==> config.mk <==
export PLATFORM = sky130hd
export DESIGN_NAME = port_default_sequencer
export DESIGN_NICKNAME = d
export VERILOG_FILES = /design/src/rtl/port_default_sequencer_pkg.sv /design/src/rtl/port_default_seq_fifo.sv /design/src/rtl/port_default_sequencer.sv
export SDC_FILE = /design/constraint.sdc
export NUM_CORES = 1
export LEC_CHECK = 0
export ABC_CLOCK_PERIOD_IN_PS = 1800
export CAP_MARGIN = 20
export CORE_MARGIN = 8
export CORE_UTILIZATION = 48
export DETAILED_ROUTE_END_ITERATION = 12
export PLACE_DENSITY = 0.79
export SLEW_MARGIN = 20
export SYNTH_ARGS = -nofsm -noshare
export SYNTH_HDL_FRONTEND = slang
export SYNTH_HIERARCHICAL = 1
export SYNTH_SLANG_ARGS = --single-unit
==> constraint.sdc <==
create_clock -name i_clk -period 1.8 [get_ports i_clk]
set_input_delay 0.36 -clock i_clk [delete_from_list [all_inputs] [get_ports i_clk]]
set_output_delay 0.36 -clock i_clk [all_outputs]
set_load 0.05 [all_outputs]
### Placement density heat map, run 1

Drawn at 4 px/um. 7 x 7 tiles, from black (low) to pale yellow (high), 0 to 100% covered.
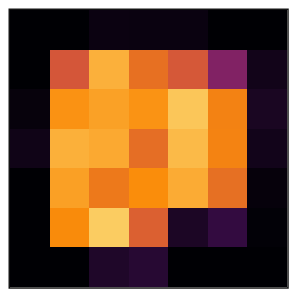
emptiest ninth of the die	lower right
mean over tiles	36%
tiles over 75% full	25%
Core Density at Floorplan: 49.9%
fin util: 64.4%

### Placed cells, one color a class, run 1

Drawn at 6 px/um. Fill, decap, tap and diode cells in gray.
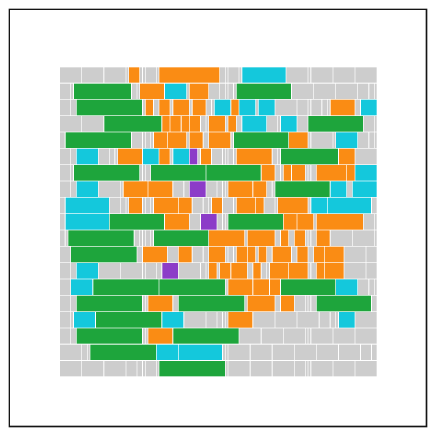
class	color	cells	share of their area
flops	green	28	45%
all other logic	orange	77	36%
clock drivers and dummy loads	purple	4	1.5%
other buffers and delay cells	cyan	28	18%
core region area: 2730 um^2
fraction of standard cell area that is sequential: 44.0%

### Clock network drawn from the DEF, run 1

Drawn at 8 px/um.
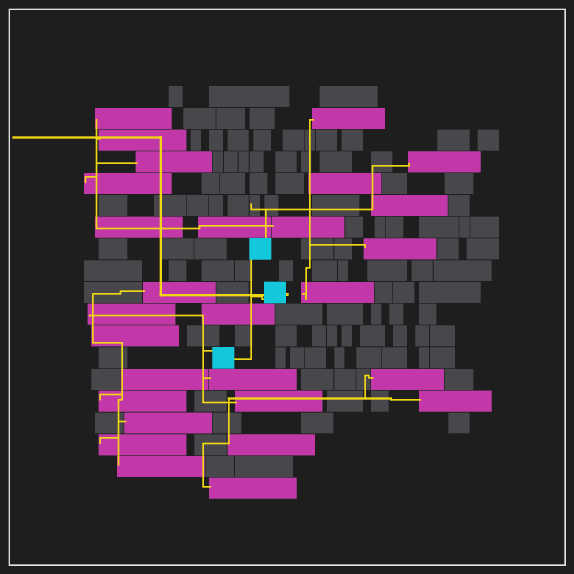
[cells driving clock nets] cyan | count: 3
[flip-flops] magenta | count: 28
[clock wires] yellow | length: 300 um
routed clock nets	4
worst-case clock skew: 0.00533 ns
Clock Power Share: 7.1%
Clock net power: 0.251 mW
Clk Latency, worst-skew pair: 0.31 ns

==> PnR_summary.wiki, run 1 <==
=== Physical design figures ===
{| class="wikitable"
! Metric !! Value
|-
| Number of buffers inserted for hold repair after clock tree synthesis || 0
|-
| MaxCap Viol Count || 0
|-
| Post-synthesis share of cell area spent on and-or and or-and gates || between 10% and 20%
|-
| Stages on the worst setup path || 5
|-
| Initial antenna violation count || 0
|-
| Status || finished, final reports clean
|-
| Row count || 19
|-
| Xor-xnor portion of the synthesized cell area || under 10%
|-
| Antenna-violating nets left || 0
|-
| Time the final worst path needs with I/O delays and setup || around 1.8 ns
|-
| Post-layout nets || about 150
|-
| Clock tree root buffer cell || clkbuf_4
|-
| Routability-driven placement congestion ratio || roughly 0.8
|-
| TritonCTS clock tree || built
|-
| Main logic family after synthesis || simple AND/OR/NAND/NOR gates
|-
| Startpoint type of the worst setup path || flip-flop
|-
| Summed negative setup slack over all endpoints || 0 ns
|-
| RSZ-0062 raised after global routing || yes
|-
| HPWL after detailed placement || around 1.8 mm
|-
| Number of top-level pins || 19
|-
| Number of DRC violations after detailed routing || 0
|-
| Fraction of the mapped netlist area in simple logic gates || 15.1%
|-
| Slew HR || slightly below 80%
|-
| Routed vias/inst || ~5.4
|-
| Worst-case hold slack || about 0.33 ns
|-
| Fraction of final layout cells sized beyond drive strength 1 || between 30% and 40%
|-
| Count of distinct cell types in the synthesized netlist || between 40 and 50
|-
| Worst reg2reg path depth || 5
|-
| Number of flip-flops in the largest register || 14
|}
==> run 1: cell families (layout without fill, tap and decap cells) <==
family | Yosys count | in the layout
buffers and inverters | 8 | 36
multiplexers | 13 | 13
flip-flops | 28 | 28
AND/OR/NAND/NOR | 33 | 33
adder cells (fa/ha/maj) | 2 | 2
XOR/XNOR | 3 | 3
AND-OR/OR-AND | 22 | 22
==> run 1: repair_timing <==
item / 4_1_cts / 5_1_grt
pin swaps: 1 / 2
setup buffers: 1 / 1
resized: 5 / 7
endpoints found under the setup margin: 5 / 10
==> run 1: per-stage QoR <==
stage | instance area [um^2] | std cells | setup slack [ns] | util, %
after floorplan | 1370 | 109 | 0.0419 | -
after global placement | 1670 | 162 | 0.203 | 61.1
after detailed placement | 1670 | 162 | 0.146 | 61.1
after CTS | 1720 | 167 | -0.0714 | 62.8
after global routing | 1760 | 168 | -0.0716 | 64.4
final | 1760 | 168 | 0.00989 | 64.4
==> run 1: layer usage <==
metal / global-route usage (%) / up-vias / wire [um]
met3: 3.43 / 4 / 130
li1: - / 453 / -
met5: 0 / - / 0
met1: 12.7 / 433 / 1110
met2: 17.8 / 21 / 1240
met4: 4.10 / 0 / 38
==> run 1: layout make-up <==
| type | count | area [um^2] | share of cell area, % |
|---|---|---|---|
| flip-flops and latches | 28 | 774 | 44.0 |
| multi-input cells | 73 | 599 | 34.0 |
| well taps | 31 | 38.8 | 2.20 |
| clock inverters | 1 | 3.75 | 0.213 |
| repair buffers | 28 | 308 | 17.5 |
| inverters | 4 | 15.0 | 0.852 |
| clock buffers | 3 | 22.5 | 1.28 |
==> run 1: where the power goes <==
| part | internal, mW | switching [mW] |
|---|---|---|
| sequential | 0.936 | 0.215 |
| clock | 0.0811 | 0.170 |
| combinational | 1.03 | 1.13 |
| total | 2.05 | 1.51 |
==> run 2: changes to the inputs <==
Settings changed: HOLD_SLACK_MARGIN set to 0.06.
### The clock network, run 2

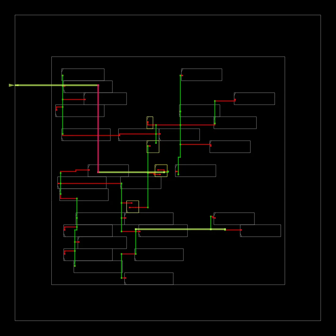
Num Clock Sinks: 28
count of sequential standard cells: 28
count of clock buffers in the final design: 3

### A small window of the routed layout, run 2

Region (22, 22) to (47, 47) um. Cells in gray, sequential cells in the stronger gray; small squares are vias.
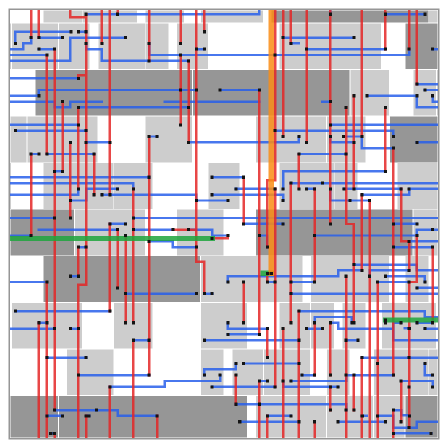
layer	color
met2	red
met4	orange
met3	green
met1	blue
cells with their middle in the window	44
sequential cells in the window	5
most frequent	nor2_1 (4), dfrtp_1 (4)

==> run 2 against run 1 <==
Compared with the run above:
- clock power about the same
- wire length unchanged
- critical path type unchanged
- die area is the same
- first-iteration DRC count did not move
- synthesized area is the same
- clock skew unchanged
==> PnR_summary.wiki, run 2 <==
=== Physical design figures ===
{| class="wikitable"
! Metric !! Value
|-
| Status || finished, final reports clean
|-
| Most common cell after layout, fill and taps aside || edfxtp_1
|-
| Worst-case clock skew || 0.00533 ns
|-
| Core Density at Floorplan || ~50%
|-
| RSZ-0062 raised after global routing || yes
|-
| Slew HR || between 70% and 80%
|-
| HPWL after detailed placement || 1.83 mm
|-
| Area reported by Yosys stat || around 1400 um^2
|-
| Row count || 19
|-
| Dominant Register Cell || edfxtp_1
|-
| Worst reg2reg path depth || 5
|-
| Xor-xnor portion of the synthesized cell area || under 10%
|-
| Number of DRC violations after detailed routing || 0
|-
| Number of flip-flops in the largest register || 14
|-
| Initial antenna violation count || 0
|-
| Mean Syn Cell Area || around 13 um^2
|-
| Biggest fanout along the worst timing path || 5
|-
| Post-synthesis share of cell area spent on and-or and or-and gates || a little over a tenth
|-
| Die Wd || approximately 69 um
|-
| Count of distinct cell types in the synthesized netlist || between 40 and 50
|-
| Antenna-violating nets left || 0
|-
| Routability-driven placement congestion ratio || around 0.79
|-
| Number of top-level pins || 19
|-
| TritonCTS clock tree || built
|-
| Clock-pin slew on the worst setup and hold paths || around 0.14 ns
|-
| Post-layout nets || ~150
|-
| Time the final worst path needs with I/O delays and setup || between 1.5 and 2 ns
|-
| Fin util || 64.4%
|-
| Clk Latency, worst-skew pair || 0.31 ns
|-
| Fraction of final layout cells sized beyond drive strength 1 || just over 30%
|-
| Clock tree root buffer cell || clkbuf_4
|-
| Final count of negative-setup-slack endpoints || 0
|-
| Fraction of the mapped netlist area in simple logic gates || around 15%
|-
| MaxCap Viol Count || 0
|-
| Main logic family after synthesis || simple AND/OR/NAND/NOR gates
|-
| Startpoint type of the worst setup path || flip-flop
|-
| Routed vias/inst || roughly 5.4
|-
| Core region area || around 2700 um^2
|-
| Total die size || 4800 um^2
|}
### Placement density heat map, run 2

Drawn at 4 px/um. 7 x 7 tiles, from black (low) to pale yellow (high), 0 to 100% covered.
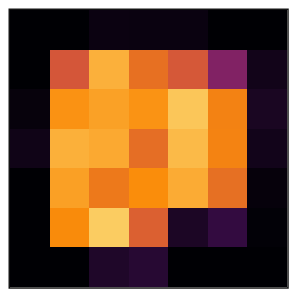
mean over tiles	36%
emptiest ninth of the die	lower right
tiles over 75% full	25%
nearly empty tiles	31%
densest ninth of the die	center

-- run 2: cell counts after synthesis --
No cell type changed its count.
-- run 2: metrics by stage --
stage               setup WS, ns  hold slack [ns]  instances  instance area (um^2)  setup TNS (ns)
CTS                      -0.0714            0.337        167                  1720         -0.0714
floorplan                 0.0419           0.0644        109                  1370               0
global placement           0.203            0.475        162                  1670               0
finish                   0.00989            0.334        168                  1760               0
global route             -0.0716            0.343        168                  1760          -0.141
detailed placement         0.146            0.476        162                  1670               0
-- run 2: final cells by class --
class | instances | area, um^2
multi-input combinational | 73 | 599
clock inverter | 1 | 3.75
clock buffer | 3 | 22.5
sequential | 28 | 774
fill | 227 | 972
timing repair buffer | 28 | 308
tap | 31 | 38.8
inverter | 4 | 15.0
-- run 2: cell families after synthesis --
family,count (synthesis)
flip-flops,28
AND-OR/OR-AND,22
XOR/XNOR,3
adder cells (fa/ha/maj),2
multiplexers,13
buffers and inverters,8
AND/OR/NAND/NOR,33
-- run 2: timing repair --
action,CTS,global route
pin swaps,1,2
endpoints found under the setup margin,5,10
gates cloned,0,0
gates resized,5,7
hold buffers,0,0
setup buffers,1,1
-- run 2: routing by layer --
layer  share of wire [%]  GRT usage, %  vias up
met4                 1.5          4.10        0
met3                 5.2          3.43        4
met5                   0             0        -
met1                  44          12.7      433
li1                    -             -      453
met2                  49          17.8       21
-- run 2: where the power goes --
group | leakage, nW | internal (mW) | switching, mW
registers | 0.291 | 0.936 | 0.215
logic | 0.375 | 1.03 | 1.13
clock network | 0.0154 | 0.0811 | 0.170
-- run 2: critical path, delay by kind of cell (launching register included) --
family        cells  cell delay (ns)
buf+inv           2             0.27
xor+xnor          1             0.25
simple gates      2             0.10
flops             1             0.49
Power and IR drop assume default switching activity.
